### config.mk
export PLATFORM = sky130hd
export DESIGN_NAME = painel_rotador_flat
export DESIGN_NICKNAME = d
export VERILOG_FILES = /design/src/rtl/painel_rotador_if.sv /design/src/rtl/painel_rotador.sv /design/src/flat_wrapper.sv
export SDC_FILE = /design/constraint.sdc
export NUM_CORES = 1
export LEC_CHECK = 0
export CAP_MARGIN = 30
export CORE_MARGIN = 5
export CORE_UTILIZATION = 55
export DETAILED_ROUTE_END_ITERATION = 10
export PLACE_DENSITY = 0.81
export SLEW_MARGIN = 20
export SYNTH_ARGS = -nofsm -noshare
export SYNTH_HDL_FRONTEND = slang
export SYNTH_SLANG_ARGS = --single-unit
### constraint.sdc
create_clock -name CLK -period 6 [get_ports CLK]
set_clock_uncertainty 0.05 [all_clocks]
set_input_delay 0.6 -clock CLK [delete_from_list [all_inputs] [get_ports CLK]]
set_output_delay 0.6 -clock CLK [all_outputs]
set_load 0.05 [all_outputs]
### src/rtl/painel_rotador_if.sv
// Bus bundle for the LED line rotator: mode/prescaler/load inputs and registered column view.
// load_en is a one-cycle strobe sampled on every rising edge; there is no valid/ready backpressure.
interface painel_rotador_if #(
  parameter int WIDTH  = 16,
  parameter int WINDOW = 7,
  parameter int DIV_W  = 4,
  parameter int PW     = $clog2(WIDTH)
);
  logic              ch0;
  logic              ch1;
  logic [DIV_W-1:0]  div;
  logic              load_en;
  logic [WIDTH-1:0]  load_data;
  logic [WINDOW-1:0] saida;
  logic [PW-1:0]     pos;
  logic              step;
  logic              wrap;
  logic              dbg_dir;

  modport master (
    output ch0, ch1, div, load_en, load_data,
    input  saida, pos, step, wrap, dbg_dir
  );

  modport slave (
    input  ch0, ch1, div, load_en, load_data,
    output saida, pos, step, wrap, dbg_dir
  );
endinterface

### src/rtl/painel_rotador.sv
// Circular display register: rotates a WIDTH-bit line left, right or bouncing at a
// prescaled rate and presents the leftmost WINDOW bits to the LED column drivers.
module painel_rotador #(
  parameter int                WIDTH  = 16,
  parameter int                WINDOW = 7,
  parameter int                DIV_W  = 4,
  parameter logic [WIDTH-1:0]  INIT   = 16'b1010_1000_1000_0010,
  parameter int                PW     = $clog2(WIDTH)
) (
  input  logic             CLK,
  input  logic             RST_N,
  painel_rotador_if.slave  bus
);

  typedef enum logic {DIR_LEFT = 1'b0, DIR_RIGHT = 1'b1} dir_t;

  localparam logic [PW-1:0] POS_MAX = PW'(WIDTH - 1);
  localparam logic [PW-1:0] POS_L   = PW'(WIDTH - WINDOW);

  logic [WIDTH-1:0]  r, r_nx;
  logic [WIDTH-1:0]  pat, pat_nx;
  logic [DIV_W-1:0]  cnt, cnt_nx;
  logic [PW-1:0]     pos, pos_nx;
  dir_t              dir, dir_nx;
  logic [WINDOW-1:0] saida, saida_nx;
  logic              step, step_nx;
  logic              wrap, wrap_nx;
  logic [1:0]        mode;
  logic              rot_l, rot_r;

  assign mode = {bus.ch1, bus.ch0};

  always_comb begin
    r_nx    = r;
    pat_nx  = pat;
    cnt_nx  = cnt;
    pos_nx  = pos;
    dir_nx  = dir;
    step_nx = 1'b0;
    wrap_nx = 1'b0;
    rot_l   = 1'b0;
    rot_r   = 1'b0;

    if (bus.load_en) begin
      pat_nx = bus.load_data;
      r_nx   = bus.load_data;
      cnt_nx = '0;
      pos_nx = '0;
      dir_nx = DIR_LEFT;
    end else if (mode == 2'b00) begin
      r_nx   = pat;
      cnt_nx = '0;
      pos_nx = '0;
      dir_nx = DIR_LEFT;
    end else if (cnt >= bus.div) begin
      cnt_nx = '0;
      unique case (mode)
        2'b01:   rot_l = 1'b1;
        2'b10:   rot_r = 1'b1;
        default: begin
          // Bounce turns around at the window edge L and at 0, so pos never wraps.
          if (dir == DIR_LEFT && pos >= POS_L) begin
            dir_nx = DIR_RIGHT;
            rot_r  = 1'b1;
          end else if (dir == DIR_RIGHT && pos == '0) begin
            dir_nx = DIR_LEFT;
            rot_l  = 1'b1;
          end else if (dir == DIR_LEFT) begin
            rot_l  = 1'b1;
          end else begin
            rot_r  = 1'b1;
          end
        end
      endcase
    end else begin
      cnt_nx = cnt + DIV_W'(1);
    end

    if (rot_l) begin
      r_nx    = {r[WIDTH-2:0], r[WIDTH-1]};
      pos_nx  = (pos == POS_MAX) ? '0 : pos + PW'(1);
      wrap_nx = (pos == POS_MAX);
      step_nx = 1'b1;
    end else if (rot_r) begin
      r_nx    = {r[0], r[WIDTH-1:1]};
      pos_nx  = (pos == '0) ? POS_MAX : pos - PW'(1);
      wrap_nx = (pos == '0);
      step_nx = 1'b1;
    end

    saida_nx = '0;
    if (bus.load_en || mode != 2'b00) saida_nx = r_nx[WIDTH-1 -: WINDOW];
  end

  always_ff @(posedge CLK or negedge RST_N) begin
    if (!RST_N) begin
      r     <= INIT;
      pat   <= INIT;
      cnt   <= '0;
      pos   <= '0;
      dir   <= DIR_LEFT;
      saida <= '0;
      step  <= 1'b0;
      wrap  <= 1'b0;
    end else begin
      r     <= r_nx;
      pat   <= pat_nx;
      cnt   <= cnt_nx;
      pos   <= pos_nx;
      dir   <= dir_nx;
      saida <= saida_nx;
      step  <= step_nx;
      wrap  <= wrap_nx;
    end
  end

  assign bus.saida   = saida;
  assign bus.pos     = pos;
  assign bus.step    = step;
  assign bus.wrap    = wrap;
  assign bus.dbg_dir = (dir == DIR_RIGHT);

endmodule

### src/flat_wrapper.sv
// flat-port wrapper written by rule: the top's interface ports become plain ports
module painel_rotador_flat 
#(
  parameter int                WIDTH  = 16,
  parameter int                WINDOW = 7,
  parameter int                DIV_W  = 4,
  parameter logic [WIDTH-1:0]  INIT   = 16'b1010_1000_1000_0010,
  parameter int                PW     = $clog2(WIDTH)
)
  (CLK, RST_N, bus_ch0, bus_ch1, bus_div, bus_load_en, bus_load_data, bus_saida, bus_pos, bus_step, bus_wrap, bus_dbg_dir);
  painel_rotador_if #(.WIDTH(WIDTH), .WINDOW(WINDOW), .DIV_W(DIV_W), .PW(PW)) bus_i ();
  input  logic CLK;
  input  logic RST_N;
  input wire logic [$bits(bus_i.ch0)-1:0] bus_ch0;
  input wire logic [$bits(bus_i.ch1)-1:0] bus_ch1;
  input wire logic [$bits(bus_i.div)-1:0] bus_div;
  input wire logic [$bits(bus_i.load_en)-1:0] bus_load_en;
  input wire logic [$bits(bus_i.load_data)-1:0] bus_load_data;
  output wire logic [$bits(bus_i.saida)-1:0] bus_saida;
  output wire logic [$bits(bus_i.pos)-1:0] bus_pos;
  output wire logic [$bits(bus_i.step)-1:0] bus_step;
  output wire logic [$bits(bus_i.wrap)-1:0] bus_wrap;
  output wire logic [$bits(bus_i.dbg_dir)-1:0] bus_dbg_dir;
  assign bus_i.ch0 = bus_ch0;
  assign bus_i.ch1 = bus_ch1;
  assign bus_i.div = bus_div;
  assign bus_i.load_en = bus_load_en;
  assign bus_i.load_data = bus_load_data;
  assign bus_saida = bus_i.saida;
  assign bus_pos = bus_i.pos;
  assign bus_step = bus_i.step;
  assign bus_wrap = bus_i.wrap;
  assign bus_dbg_dir = bus_i.dbg_dir;
  painel_rotador #(.WIDTH(WIDTH), .WINDOW(WINDOW), .DIV_W(DIV_W), .INIT(INIT), .PW(PW)) u_core (.CLK(CLK), .RST_N(RST_N), .bus(bus_i));
endmodule
Run 1, wires at chosen ports, followed through buffers:
Bar = 20 um.
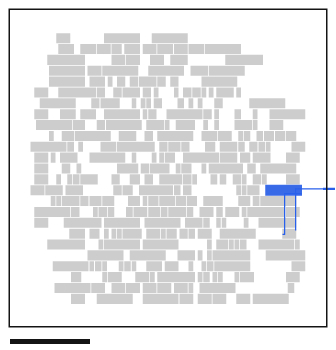
- blue: bus_wrap (direction output; end cells 1; buffers 1; wire 32.3 um)
# port buffers: 38
I/O Pins: 39

Run 1, met2 routing:
Bar = 20 um.
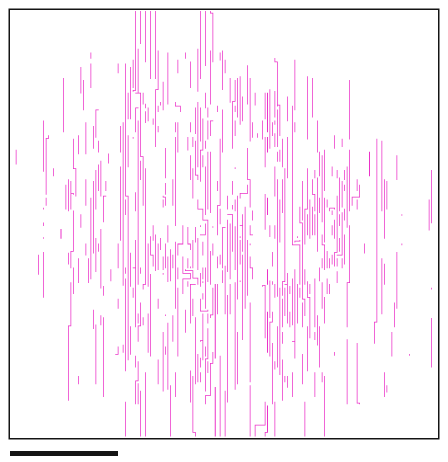
- share of all routed wire: 48%
- main direction: vertical
- nets with wire on the layer: 260
- wire length on this layer: 2600 um
via count: 1970
WL final: 5420 um
global routing usage on met2: 30.0%

==> impl_metrics.toml, run 1 <==
# yosys + openroad results
[outcome]
status = "complete, no violations"

[power_and_ir_drop]
combPwrFrac_pct = 31.2
p_per_area_mw_per_mm2 = 286
total_leakage_power_nw = 1.35
p_int_mw = 0.587
pwr-share-clk_pct = 20.3
switchingPower_mw = 0.306
ir_worst_vdd_mv = 0.141
swShare_pct = 34.3

[synth]
ys_sh_mux_pct = 5.47
synth_warnings = 0
synth_area_sq_mm = 0.00263
ys_seq_share_pct = 48.1
syn_nets = 288
yosys.area_share.xor_xnor_pct = 0.666
synth.distinct_cells = 51
top_logic_kind = "AND-OR/OR-AND gates"
netlist.area_leader.share_pct = 38.1
post-synth-top-count-cell = "dfrtp_1"
netlist_top_cells_count = "dfrtp_1, nand2_1, inv_1, nor2_1"
ff_type = "dfrtp_1"
avgSynthCellArea_sq_um = 10.4
ys.flops = 50
edf_count = 0
synthArstFlopShare_pct = 100

[clock_tree]
cts_tree = "built"
htreeDepth = 2
cts_root_buffer = "clkbuf_8"
post_cts_buffers = 0
clock-sinks = 50
clk_latency_ns = 0.30
clk_pin_slew_ns = 0.09

[drt]
wl_met1_um = 2490
met3_length_um = 273
viasPerCell = 5.76
wl_met2_um = 2600
ant_nets = 0
drt-wirelength-per-cell_um = 15.9
top_layer = "met4"
drc = 0

[layout]
num_antenna_cells = 0
final-comb-area_sq_mm = 0.00121
reg_top3 = "u_core.pat x16, u_core.r x16, u_core.bus.saida x7"
ff_count = 50
flop_area_sq_mm = 0.00126
inverters = 17
nMultiInputCombCells = 171
sh_comb_area_pct = 38.9
clock_buffers = 5
fin_area_sq_mm = 0.00313
num-nonclk-buffers = 43
nonClkBufAreaFrac_pct = 14.0
sh_seq_area_pct = 40.4
fin_nets = 324
drive_gt1_share_pct = 18.8

[final_timing]
slew_headroom_pct = 43.3
maxSlewViolCount = 0
setup-violations-final = 0
fmax_mhz = 312
period_used_pct = 53.5
final.setup.worst_slack_ns = 2.79
fin_hold_ws_ns = 0.270

[place]
gp_congestion = 0.869
dp.cells = 335

[critical_path]
max_stage_delay_ns = 0.71
endpoint_kind = "flop"
critPathTopFamily = "buffers and inverters"
path_buffers = 3
crit_arrival_ns = 3.36
crit_path_top_delay_cell = "nor4b_2"
crit_chain = "clkdlybuf4s50_1 > inv_1 > ha_1 > o41ai_2 > nor4b_2 > buf_4 > nand2_1 > a32oi_1"
path_max_fanout = 12

[floorplanning]
die_w_um = 79.1
dieArea_sq_mm = 0.00626
fp_util_pct = 56.0

[grt]
antenna_found_initial = 0
use_met3_pct = 4.42
grt_busiest_layer = "met2"
grt.overflow.total = 0
use_met1_pct = 25.0
grt_pass1_vias = 1952
grt_pass1_wl_um = 9240
grt_max_degree = 29

[min_path]
min_path_type = "in -> async"

[flow_run]
max_cap_viol_count = 0
log.warning_count = 30
Run 1, placement view:
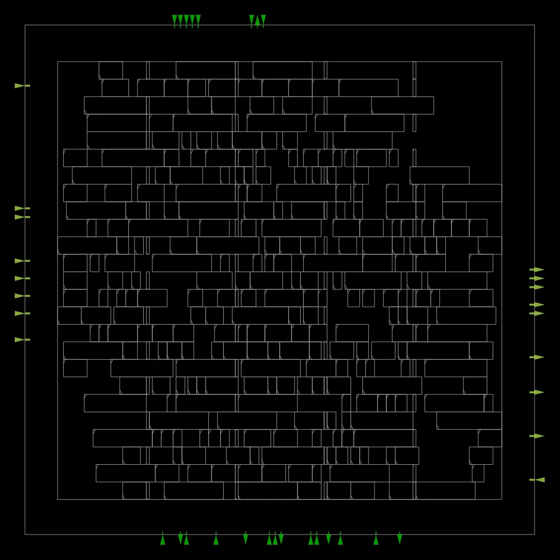
# rows: 25
Core ar.: 0.00469 sq mm
fin cells: 342
tap cells: 54
Finished Core Util: 66.6%

run 1: worst register-to-register path: cells and delay by family, from the launching register on:
family	cells	cell delay [ns]
AND/OR/NAND/NOR	3	0.98
AND-OR/OR-AND	2	0.63
flip-flops	1	0.48
buffers and inverters	2	0.42
adder cells (fa/ha/maj)	1	0.27
run 1: power groups by stage:
stage | clock (mW) | combinational (mW) | sequential, mW
after CTS | 0.186 | 0.280 | 0.433
after global routing | 0.200 | 0.302 | 0.441
final | 0.181 | 0.278 | 0.433
after detailed placement | 0 | 0.277 | 0.439
after global placement | 0 | 0.271 | 0.438
after floorplan | 0 | 0.159 | 0.472
run 1: final timing paths:
kind	cells after the start	end	from	slack (ns)
worst min-delay path	1	u_core.bus.pos[3]$_DFFE_PN0P_	RST_N	0.27
worst max register to register	8	u_core.bus.saida[5]$_DFF_PN0_	u_core.bus.pos[0]$_DFFE_PN0P_	3.09
worst max-delay path	8	u_core.bus.saida[5]$_DFF_PN0_	bus_ch1	2.79
max in group asynchronous	2	u_core.pat[7]$_DFFE_PN1P_	RST_N	5.01
min in group CLK	1	u_core.cnt[0]$_DFF_PN0_	u_core.cnt[0]$_DFF_PN0_	0.45
worst min register to register	1	u_core.cnt[0]$_DFF_PN0_	u_core.cnt[0]$_DFF_PN0_	0.45
run 1: layout by cell type, fill, tap and decap left out, types with 4 or more instances in the layout:
| master | count |
|---|---|
| dfrtp_1 | 40 |
| mux2_2 | 11 |
| a21oi_1 | 4 |
| dfstp_2 | 10 |
| nand2_2 | 7 |
| o21ai_0 | 8 |
| a31oi_2 | 7 |
| nand2_1 | 34 |
| inv_1 | 17 |
| nand2b_1 | 4 |
| ha_1 | 11 |
| nor2_1 | 17 |
| nand3_1 | 4 |
| clkbuf_8 | 5 |
| clkdlybuf4s50_1 | 37 |
| o22ai_1 | 9 |
Run 1, wiring by layer:
Two of the layers only.
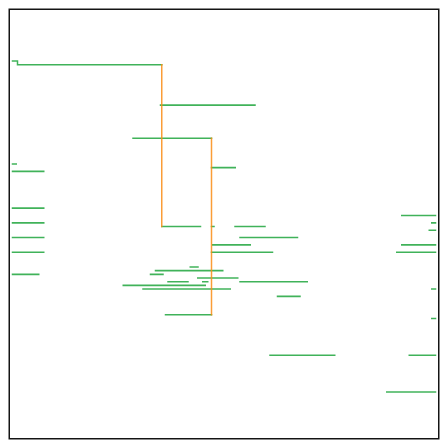

==> inputs of run 2 (changes only) <==
- CORE_UTILIZATION: 55 -> 49
- PLACE_DENSITY: 0.81 -> 0.76
- clock period: 6 -> 2.8 ns (I/O delays scaled with it)
Run 2, wiring by layer:
Two of the layers only.
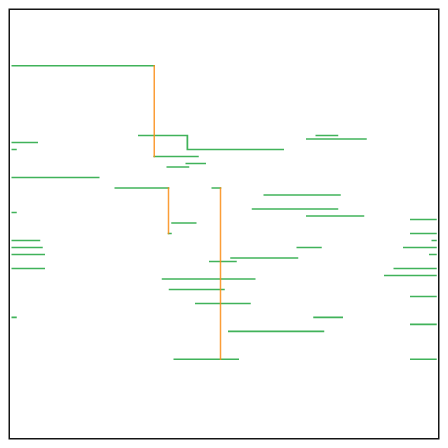
- orange: metal 4 (wire length 59.8 um)
- green: metal 3 (wire length 345 um)
WL final: 5660 um
via count: 2039
Total GRT Usage: 16.3%
drt wl/cell: 15.4 um

==> run 2 against run 1 <==
Effect of this change:
- critical path depth unchanged
- cell count up 7.3%
- sequential cell count unchanged
- register-to-register slack worse by 2.8 ns
- synthesized area unchanged
- combinational power up 120%
- sequential power up 110%
- sequential share of layout area down 1.4 points
==> impl_metrics.toml, run 2 <==
# yosys + openroad results
[final_timing]
slew_headroom_pct = 66.3
maxSlewViolCount = 0
fin_tns_setup_ns = 0
final.setup.worst_slack_ns = 0.316
fin_hold_ws_ns = 0.417
setup-violations-final = 0
fmax_mhz = 403

[floorplanning]
coreArea_sq_mm = 0.00517
rows = 26
io-pin-count = 39
fp_util_pct = 50.8
die_w_um = 83.2

[critical_path]
crit_end = "u_core.r[8]$_DFFE_PN0P_"
crit_chain = "inv_1 > ha_1 > nor3b_2 > o41a_1 > nor4b_4 > buf_12 > nand2b_1 > a22o_1"
startpoint = "u_core.bus.pos[1]$_DFFE_PN0P_"
max_stage_delay_ns = 0.43
reg2reg_slack_ns = 0.32
endpoint_kind = "flop"
r2r-end = "u_core.r[8]$_DFFE_PN0P_"
reg2reg_from = "u_core.bus.pos[1]$_DFFE_PN0P_"
path_max_fanout = 16
crit_arrival_ns = 2.63

[synth]
synth_warnings = 0
ys_sh_mux_pct = 5.47
post-synth-top-count-cell = "dfrtp_1"
ys.flops = 50
syn_nets = 288
synth.distinct_cells = 51
ys_cells = 252
synth_adder_area_share_pct = 5.24
netlist_top_cells_count = "dfrtp_1, nand2_1, inv_1, nor2_1"
synthArstFlopShare_pct = 100
avgSynthCellArea_sq_um = 10.4
yosys.area_share.xor_xnor_pct = 0.666
top_logic_kind = "AND-OR/OR-AND gates"
ys_seq_share_pct = 48.1
ff_type = "dfrtp_1"
edf_count = 0
synth_area_sq_mm = 0.00263

[clock_tree]
cts_root_buffer = "clkbuf_8"
htreeDepth = 2
clock-sinks = 50
clk_pin_slew_ns = 0.09
clk_latency_ns = 0.31

[grt]
antenna_found_initial = 0
grt_pass1_vias = 1966
grt.overflow.total = 0
grt_pass1_wl_um = 9380
grt_max_degree = 30

[layout]
fin_nets = 332
drive_gt1_share_pct = 20.9
lay_top_count = "dfrtp_1"
final_cell_mix = "dfrtp_1, clkdlybuf4s50_1, nand2_1"
flop_area_sq_mm = 0.00126
reg_top3 = "u_core.pat x16, u_core.r x16, u_core.bus.saida x7"

[flow_run]
max_cap_viol_count = 0
log.warning_count = 30

[drt]
viasPerCell = 5.56
drc = 0
ant_nets = 0

[place]
gp_congestion = 0.938
place.port_buffers = 38

[power_and_ir_drop]
ir_worst_vdd_mv = 0.329
total_leakage_power_nw = 1.40
p_per_area_mw_per_mm2 = 632

[min_path]
min_path_type = "in -> async"

[outcome]
status = "complete, no violations"
==> run 2: cell counts after synthesis <==
Identical to the previous run, type by type.
==> run 2: report_power, final <==
group	switching, mW	leakage [nW]	total, mW	internal [mW]
Clock	0.245	0.0579	0.509	0.263
Sequential	0.0913	0.601	0.927	0.836
Combinational	0.350	0.746	0.613	0.263
==> run 2: routing by layer <==
metal,up-vias,wire length (um),global-route usage (%)
met3,6,345,3.86
li1,978,-,-
met4,0,59,4.31
met2,62,2600,25.2
met5,-,0,0
met1,993,2660,23.1
==> run 2: logic make-up (layout without fill, tap and decap cells) <==
kind of cell / Yosys count / count (layout)
multiplexers: 13 / 13
XOR/XNOR: 2 / 2
adder cells (fa/ha/maj): 11 / 11
buffers and inverters: 31 / 76
flip-flops: 50 / 50
AND/OR/NAND/NOR: 85 / 85
AND-OR/OR-AND: 60 / 60
==> run 2: what timing repair did <==
item | in CTS | in global routing
buffers inserted | 0 | 0
endpoints found under the hold margin | 16 | 0
hold buffers | 1 | 0
==> run 2: layout make-up <==
type,count,share of cell area (%)
multi-input combinational,171,37.5
tap,70,2.70
clock inverter,3,1.24
inverter,17,1.97
clock buffer,5,2.12
sequential,50,39.0
timing repair buffer,51,15.4
==> run 2: critical path, delay by kind of cell (launching register included) <==
family / cells / cell delay (ns)
fa+ha+maj: 1 / 0.28
buf+inv: 2 / 0.35
simple gates: 3 / 0.83
compound gates: 2 / 0.42
flops: 1 / 0.43
==> run 2: through the flow <==
stage | cell area (sq um) | instances | utilization, %
global placement | 3100 | 357 | 59.9
CTS | 3240 | 367 | 62.6
finish | 3240 | 367 | 62.6
floorplan | 2630 | 252 | -
detailed placement | 3120 | 358 | 60.3
global route | 3240 | 367 | 62.6
Power figures rest on the tool's default switching activity, not on a simulated workload.
